<file path="config.mk">
export PLATFORM = sky130hd
export DESIGN_NAME = register32_8_reader
export DESIGN_NICKNAME = d
export VERILOG_FILES = /design/src/rtl/register32_8_reader_pkg.sv /design/src/rtl/register32_8_reader_mux8.sv /design/src/rtl/register32_8_reader.sv
export SDC_FILE = /design/constraint.sdc
export NUM_CORES = 1
export LEC_CHECK = 0
export CAP_MARGIN = 0
export CORE_AREA = 3 3 118 120
export CTS_CLUSTER_SIZE = 24
export DETAILED_ROUTE_END_ITERATION = 10
export DIE_AREA = 0 0 121 123
export PLACE_DENSITY = 0.74
export SYNTH_ARGS = -nofsm -noshare
export SYNTH_HDL_FRONTEND = slang
export SYNTH_HIERARCHICAL = 1
export SYNTH_SLANG_ARGS = --single-unit
</file>
<file path="constraint.sdc">
create_clock -name clk -period 4.1 [get_ports clk]
set_input_delay 1.025 -clock clk [delete_from_list [all_inputs] [get_ports clk]]
set_output_delay 1.025 -clock clk [all_outputs]
set_load 0.03 [all_outputs]
</file>
<file path="src/rtl/register32_8_reader_pkg.sv">
// Shared widths and FSM encoding for the 8 x 32-bit register file reader.
// Imported by the reader top level and its 8:1 read mux.
package register32_8_reader_pkg;

   localparam int REG_DATA_WIDTH = 32;
   localparam int REG_ADDR_WIDTH = 3;
   localparam int REG_LEN_WIDTH  = 3;
   localparam int REG_NUM        = 2 ** REG_ADDR_WIDTH;

   typedef enum logic {
      ST_IDLE = 1'b0,
      ST_BEAT = 1'b1
   } state_t;

endpackage

</file>
<file path="src/rtl/register32_8_reader_mux8.sv">
// Combinational 8:1 select over the register file outputs.
// Ports: d_in0..d_in7 register values, sel index, q selected word.
module register32_8_reader_mux8
   import register32_8_reader_pkg::*;
#(
   parameter int DATA_WIDTH = REG_DATA_WIDTH
) (
   input  logic [DATA_WIDTH-1:0]     d_in0,
   input  logic [DATA_WIDTH-1:0]     d_in1,
   input  logic [DATA_WIDTH-1:0]     d_in2,
   input  logic [DATA_WIDTH-1:0]     d_in3,
   input  logic [DATA_WIDTH-1:0]     d_in4,
   input  logic [DATA_WIDTH-1:0]     d_in5,
   input  logic [DATA_WIDTH-1:0]     d_in6,
   input  logic [DATA_WIDTH-1:0]     d_in7,
   input  logic [REG_ADDR_WIDTH-1:0] sel,
   output logic [DATA_WIDTH-1:0]     q
);

   always_comb begin
      q = '0;
      unique case (sel)
         3'd0: q = d_in0;
         3'd1: q = d_in1;
         3'd2: q = d_in2;
         3'd3: q = d_in3;
         3'd4: q = d_in4;
         3'd5: q = d_in5;
         3'd6: q = d_in6;
         3'd7: q = d_in7;
      endcase
   end

endmodule

</file>
<file path="src/rtl/register32_8_reader.sv">
// Read-side controller for the 8 x 32-bit register file: single/burst
// requests over rd_req/rd_ack, registered beats over rd_valid/rd_ready.
// Ports: clk, reset_n (async low); rd_req, rd_addr, rd_len, rd_ack;
// d_in0..d_in7 register outputs; rd_data, rd_valid, rd_last, rd_ready;
// busy (high outside IDLE).
module register32_8_reader
   import register32_8_reader_pkg::*;
#(
   parameter int DATA_WIDTH = REG_DATA_WIDTH,
   parameter int ADDR_WIDTH = REG_ADDR_WIDTH,
   parameter int LEN_WIDTH  = REG_LEN_WIDTH
) (
   input  logic                  clk,
   input  logic                  reset_n,
   input  logic                  rd_req,
   input  logic [ADDR_WIDTH-1:0] rd_addr,
   input  logic [LEN_WIDTH-1:0]  rd_len,
   output logic                  rd_ack,
   input  logic [DATA_WIDTH-1:0] d_in0,
   input  logic [DATA_WIDTH-1:0] d_in1,
   input  logic [DATA_WIDTH-1:0] d_in2,
   input  logic [DATA_WIDTH-1:0] d_in3,
   input  logic [DATA_WIDTH-1:0] d_in4,
   input  logic [DATA_WIDTH-1:0] d_in5,
   input  logic [DATA_WIDTH-1:0] d_in6,
   input  logic [DATA_WIDTH-1:0] d_in7,
   output logic [DATA_WIDTH-1:0] rd_data,
   output logic                  rd_valid,
   output logic                  rd_last,
   input  logic                  rd_ready,
   output logic                  busy
);

   state_t                state;
   logic [ADDR_WIDTH-1:0] ptr;
   logic [ADDR_WIDTH-1:0] ptr_nxt;
   logic [ADDR_WIDTH-1:0] sel;
   logic [LEN_WIDTH-1:0]  cnt;
   logic [DATA_WIDTH-1:0] mux_q;

   // Natural ADDR_WIDTH wrap gives 7 -> 0 for free.
   assign ptr_nxt = ptr + ADDR_WIDTH'(1);

   // IDLE launches the first beat from rd_addr; BEAT prefetches ptr+1.
   assign sel = (state == ST_IDLE) ? rd_addr : ptr_nxt;

   register32_8_reader_mux8 #(
      .DATA_WIDTH (DATA_WIDTH)
   ) u_mux (
      .d_in0 (d_in0),
      .d_in1 (d_in1),
      .d_in2 (d_in2),
      .d_in3 (d_in3),
      .d_in4 (d_in4),
      .d_in5 (d_in5),
      .d_in6 (d_in6),
      .d_in7 (d_in7),
      .sel   (sel),
      .q     (mux_q)
   );

   // rd_ack is registered: low through reset, rises on the first edge
   // after release, drops on accept, and rises again only in the cycle
   // after the last-beat edge, so no request is taken on that edge.
   always_ff @(posedge clk or negedge reset_n) begin
      if (!reset_n) begin
         state    <= ST_IDLE;
         ptr      <= '0;
         cnt      <= '0;
         rd_data  <= '0;
         rd_valid <= 1'b0;
         rd_last  <= 1'b0;
         busy     <= 1'b0;
         rd_ack   <= 1'b0;
      end else begin
         unique case (state)
            ST_IDLE: begin
               rd_ack <= 1'b1;
               if (rd_req && rd_ack) begin
                  ptr      <= rd_addr;
                  cnt      <= rd_len;
                  rd_data  <= mux_q;
                  rd_valid <= 1'b1;
                  rd_last  <= (rd_len == '0);
                  busy     <= 1'b1;
                  rd_ack   <= 1'b0;
                  state    <= ST_BEAT;
               end
            end
            ST_BEAT: begin
               // rd_valid is always high here; !rd_ready holds everything.
               if (rd_ready) begin
                  if (cnt != '0) begin
                     ptr     <= ptr_nxt;
                     cnt     <= cnt - LEN_WIDTH'(1);
                     rd_data <= mux_q;
                     rd_last <= (cnt == LEN_WIDTH'(1));
                  end else begin
                     rd_valid <= 1'b0;
                     rd_last  <= 1'b0;
                     busy     <= 1'b0;
                     rd_ack   <= 1'b1;
                     state    <= ST_IDLE;
                  end
               end
            end
            default: begin
               state <= ST_IDLE;
            end
         endcase
      end
   end

endmodule

</file>
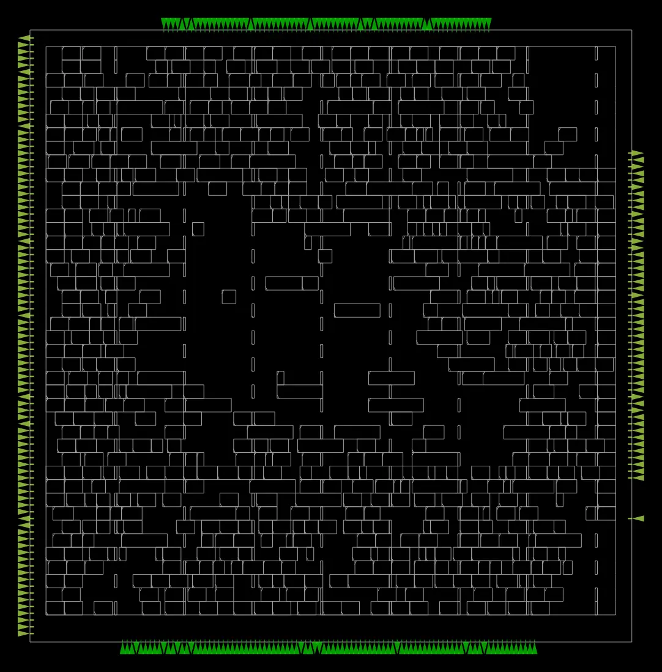
(run_1/placement.png)
Seq cells: 42
number of cell rows: 42
sequential share of cell area: 0.144
final std cells w/o fill: 881
core box area: 13100 um^2

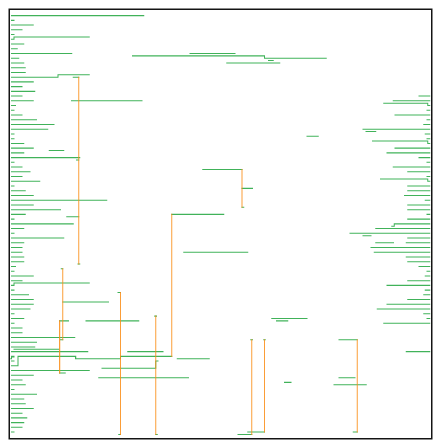
(run_1/wires.png)
Only two layers are drawn.
metal 4 -> orange  # wire length 296 um
metal 3 -> green  # wire length 1310 um

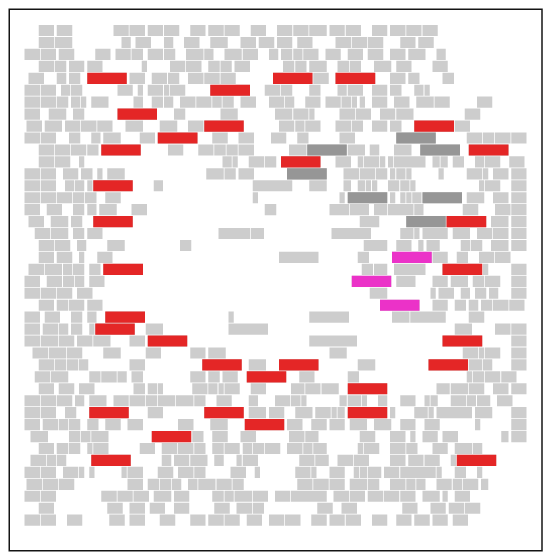
(run_1/flops_by_reg.png)
Other sequential cells in the stronger gray, the rest of the logic in the fainter gray.
rd_data -> red  # flops 32, where all over the die
ptr -> magenta  # flops 3
Register Area: 1050 um^2
utilization after layout: 0.558
Flop+latch power: 0.000806 W

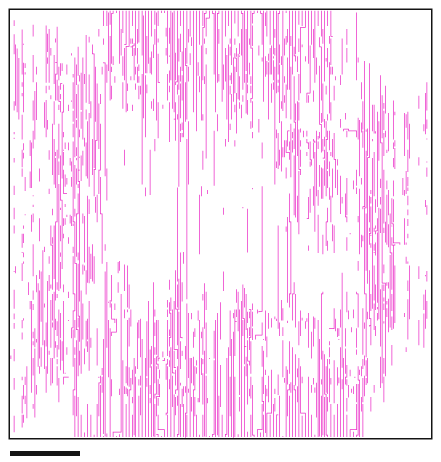
(run_1/layer_met2.png)
The bar under the picture is 20 um long.
wire length on this layer = 9130 um
longest straight run = 47.3 um
share of all routed wire = 52%
main direction = vertical
nets with wire on the layer = 831

==> run_summary.xml, run 1 <==
<?xml version="1.0" encoding="UTF-8"?>
<metrics>
  <group name="synthesis">
    <metric name="syn-instance-count" unit="">433</metric>
    <metric name="main_combinational_cell_family_by_area_after_synthesis" unit="">AND-OR/OR-AND gates</metric>
    <metric name="synth.cells.most_frequent" unit="">sky130_fd_sc_hd__mux2_2 (64), sky130_fd_sc_hd__a22oi_1 (53), sky130_fd_sc_hd__dfrtp_1 (42)</metric>
    <metric name="netlist.top_cell.by_instances" unit="">sky130_fd_sc_hd__mux2_2</metric>
    <metric name="synth_stat.cells" unit="">433</metric>
    <metric name="yosys.area_share.adder" unit="">0.0123</metric>
    <metric name="yosys.area_share.simple" unit="">0.132</metric>
    <metric name="yosysWarnings" unit="">6</metric>
    <metric name="yosys.area_share.aoi" unit="">0.296</metric>
    <metric name="synth.distinct_cells" unit="">43</metric>
  </group>
  <group name="timing">
    <metric name="max_freq" unit="MHz">302</metric>
    <metric name="worst_hold_slack" unit="ns">0.501</metric>
    <metric name="unrepaired_setup_endpoints_after_global_routing" unit="">no</metric>
  </group>
  <group name="cells_and_area">
    <metric name="final.signal_buffer_count" unit="">309</metric>
    <metric name="final_common_cell" unit="">sky130_fd_sc_hd__clkdlybuf4s50_1</metric>
    <metric name="comb_area_share" unit="">0.375</metric>
    <metric name="layout-area-overhead-vs-synth" unit="%">79.5</metric>
    <metric name="layout_top_cells_excl_fill_tap" unit="">sky130_fd_sc_hd__clkdlybuf4s50_1 (300), sky130_fd_sc_hd__mux2_2 (63), sky130_fd_sc_hd__a22oi_1 (53), sky130_fd_sc_hd__dfrtp_1 (42), sky130_fd_sc_hd__nor2_1 (33)</metric>
  </group>
  <group name="die">
    <metric name="floorplan.tapcells" unit="">176</metric>
    <metric name="initial_utilization" unit="">0.311</metric>
    <metric name="die_area" unit="um^2">14900</metric>
    <metric name="floorplan_die_width" unit="um">121</metric>
    <metric name="die-height" unit="um">123</metric>
  </group>
  <group name="power">
    <metric name="power_frac_clock" unit="">0.079</metric>
    <metric name="p_int" unit="W">0.00309</metric>
    <metric name="comb-power" unit="W">0.00449</metric>
    <metric name="power_switching_share" unit="">0.462</metric>
    <metric name="sequentialPowerShare" unit="">0.140</metric>
  </group>
  <group name="clocking">
    <metric name="clock_sinks" unit="">42</metric>
  </group>
  <group name="placed_design">
    <metric name="io_buffers" unit="">301</metric>
    <metric name="post-dp-hpwl" unit="um">13100</metric>
  </group>
  <group name="global_routing">
    <metric name="groute.layer.met3.usage" unit="">0.0508</metric>
    <metric name="grt_pass1_vias" unit="">4956</metric>
  </group>
  <group name="worst_hold_path">
    <metric name="hold-path-endpoint" unit="">ptr[1]$_DFFE_PN0P_</metric>
  </group>
  <group name="setup_path">
    <metric name="worst-endpoint-arrival" unit="ns">3.53</metric>
  </group>
  <group name="detailed_routing">
    <metric name="route.vias.total" unit="">4588</metric>
    <metric name="route.layer.met1.wl" unit="um">6710</metric>
  </group>
  <group name="run_status">
    <metric name="status" unit="">complete, no violations</metric>
  </group>
</metrics>
==> run_1/io_fan.png <==
The bar under the picture is 20 um long.
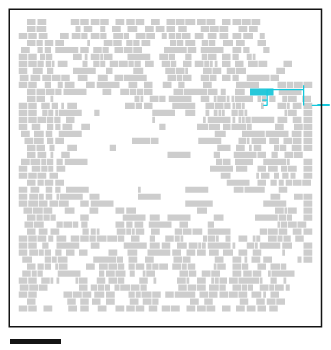

==> inputs of run 2 (changes only) <==
--- a/config.mk
+++ b/config.mk
@@ -6,11 +6,12 @@
 export NUM_CORES = 1
 export LEC_CHECK = 0
 export CAP_MARGIN = 0
-export CORE_AREA = 3 3 118 120
+export CORE_ASPECT_RATIO = 0.75
+export CORE_MARGIN = 3
+export CORE_UTILIZATION = 32
 export CTS_CLUSTER_SIZE = 24
 export DETAILED_ROUTE_END_ITERATION = 10
-export DIE_AREA = 0 0 121 123
-export PLACE_DENSITY = 0.74
+export PLACE_DENSITY = 0.79
 export SYNTH_ARGS = -nofsm -noshare
 export SYNTH_HDL_FRONTEND = slang
 export SYNTH_HIERARCHICAL = 1
==> constraint.sdc (replaced) <==
create_clock -name clk -period 3.04 [get_ports clk]
set_input_delay 0.76 -clock clk [delete_from_list [all_inputs] [get_ports clk]]
set_output_delay 0.76 -clock clk [all_outputs]
set_load 0.03 [all_outputs]
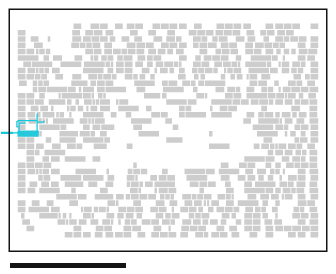
(run_2/io_fan.png)
The bar under the picture is 50 um long.
rd_valid -> cyan  # bits 1, direction output, edge west, end cells 1, buffers 1, wire 34.6 um
Port Buffers: 301
IO Pins: 302

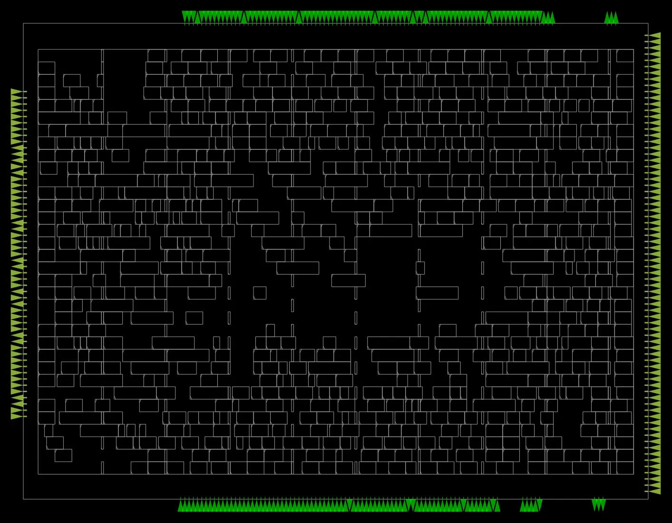
(run_2/placement.png)
tally of filler cells in the layout: 1023
number of cell rows: 34
sequential share of cell area: 0.143
final std cells w/o fill: 877
n_taps: 162

==> run_summary.xml, run 2 <==
<?xml version="1.0" encoding="UTF-8"?>
<metrics>
  <group name="die">
    <metric name="die_area" unit="um^2">14100</metric>
    <metric name="die-height" unit="um">104</metric>
    <metric name="initial_utilization" unit="">0.339</metric>
    <metric name="floorplan_die_width" unit="um">136</metric>
    <metric name="floorplan.core_area" unit="um^2">12000</metric>
  </group>
  <group name="timing">
    <metric name="max_freq" unit="MHz">357</metric>
    <metric name="unrepaired_setup_endpoints_after_global_routing" unit="">no</metric>
    <metric name="worst_hold_slack" unit="ns">0.505</metric>
  </group>
  <group name="global_routing">
    <metric name="groute.layer.met3.usage" unit="">0.0591</metric>
    <metric name="grt_pass1_vias" unit="">5104</metric>
  </group>
  <group name="synthesis">
    <metric name="syn-instance-count" unit="">433</metric>
    <metric name="yosys.area_share.aoi" unit="">0.296</metric>
    <metric name="yosys.area_share.adder" unit="">0.0123</metric>
    <metric name="netlist.top_cell.by_instances" unit="">sky130_fd_sc_hd__mux2_2</metric>
    <metric name="synth_stat.cells" unit="">433</metric>
    <metric name="synth.cells.most_frequent" unit="">sky130_fd_sc_hd__mux2_2 (64), sky130_fd_sc_hd__a22oi_1 (53), sky130_fd_sc_hd__dfrtp_1 (42)</metric>
    <metric name="main_combinational_cell_family_by_area_after_synthesis" unit="">AND-OR/OR-AND gates</metric>
    <metric name="yosys.area_share.simple" unit="">0.132</metric>
  </group>
  <group name="detailed_routing">
    <metric name="route.vias.total" unit="">4654</metric>
    <metric name="route.layer.met1.wl" unit="um">7380</metric>
  </group>
  <group name="placed_design">
    <metric name="post-dp-hpwl" unit="um">13900</metric>
  </group>
  <group name="cells_and_area">
    <metric name="seq_area" unit="um^2">1050</metric>
    <metric name="layout_top_cells_excl_fill_tap" unit="">sky130_fd_sc_hd__clkdlybuf4s50_1 (300), sky130_fd_sc_hd__mux2_2 (63), sky130_fd_sc_hd__a22oi_1 (53), sky130_fd_sc_hd__dfrtp_1 (42), sky130_fd_sc_hd__nor2_1 (33)</metric>
    <metric name="layout-area-overhead-vs-synth" unit="%">81.1</metric>
    <metric name="final_common_cell" unit="">sky130_fd_sc_hd__clkdlybuf4s50_1</metric>
    <metric name="seq_cells" unit="">42</metric>
    <metric name="fin_util" unit="">0.613</metric>
  </group>
  <group name="power">
    <metric name="comb-power" unit="W">0.00635</metric>
    <metric name="sequentialPowerShare" unit="">0.133</metric>
    <metric name="seq_cell_power" unit="W">0.00106</metric>
    <metric name="p_int" unit="W">0.00430</metric>
    <metric name="power_frac_clock" unit="">0.068</metric>
  </group>
  <group name="run_status">
    <metric name="status" unit="">complete, no violations</metric>
  </group>
  <group name="clocking">
    <metric name="clock_sinks" unit="">42</metric>
  </group>
  <group name="worst_hold_path">
    <metric name="hold-path-endpoint" unit="">rd_data[12]$_DFFE_PN0P_</metric>
  </group>
  <group name="setup_path">
    <metric name="worst-endpoint-arrival" unit="ns">2.97</metric>
  </group>
</metrics>
Power and IR drop assume default switching activity.
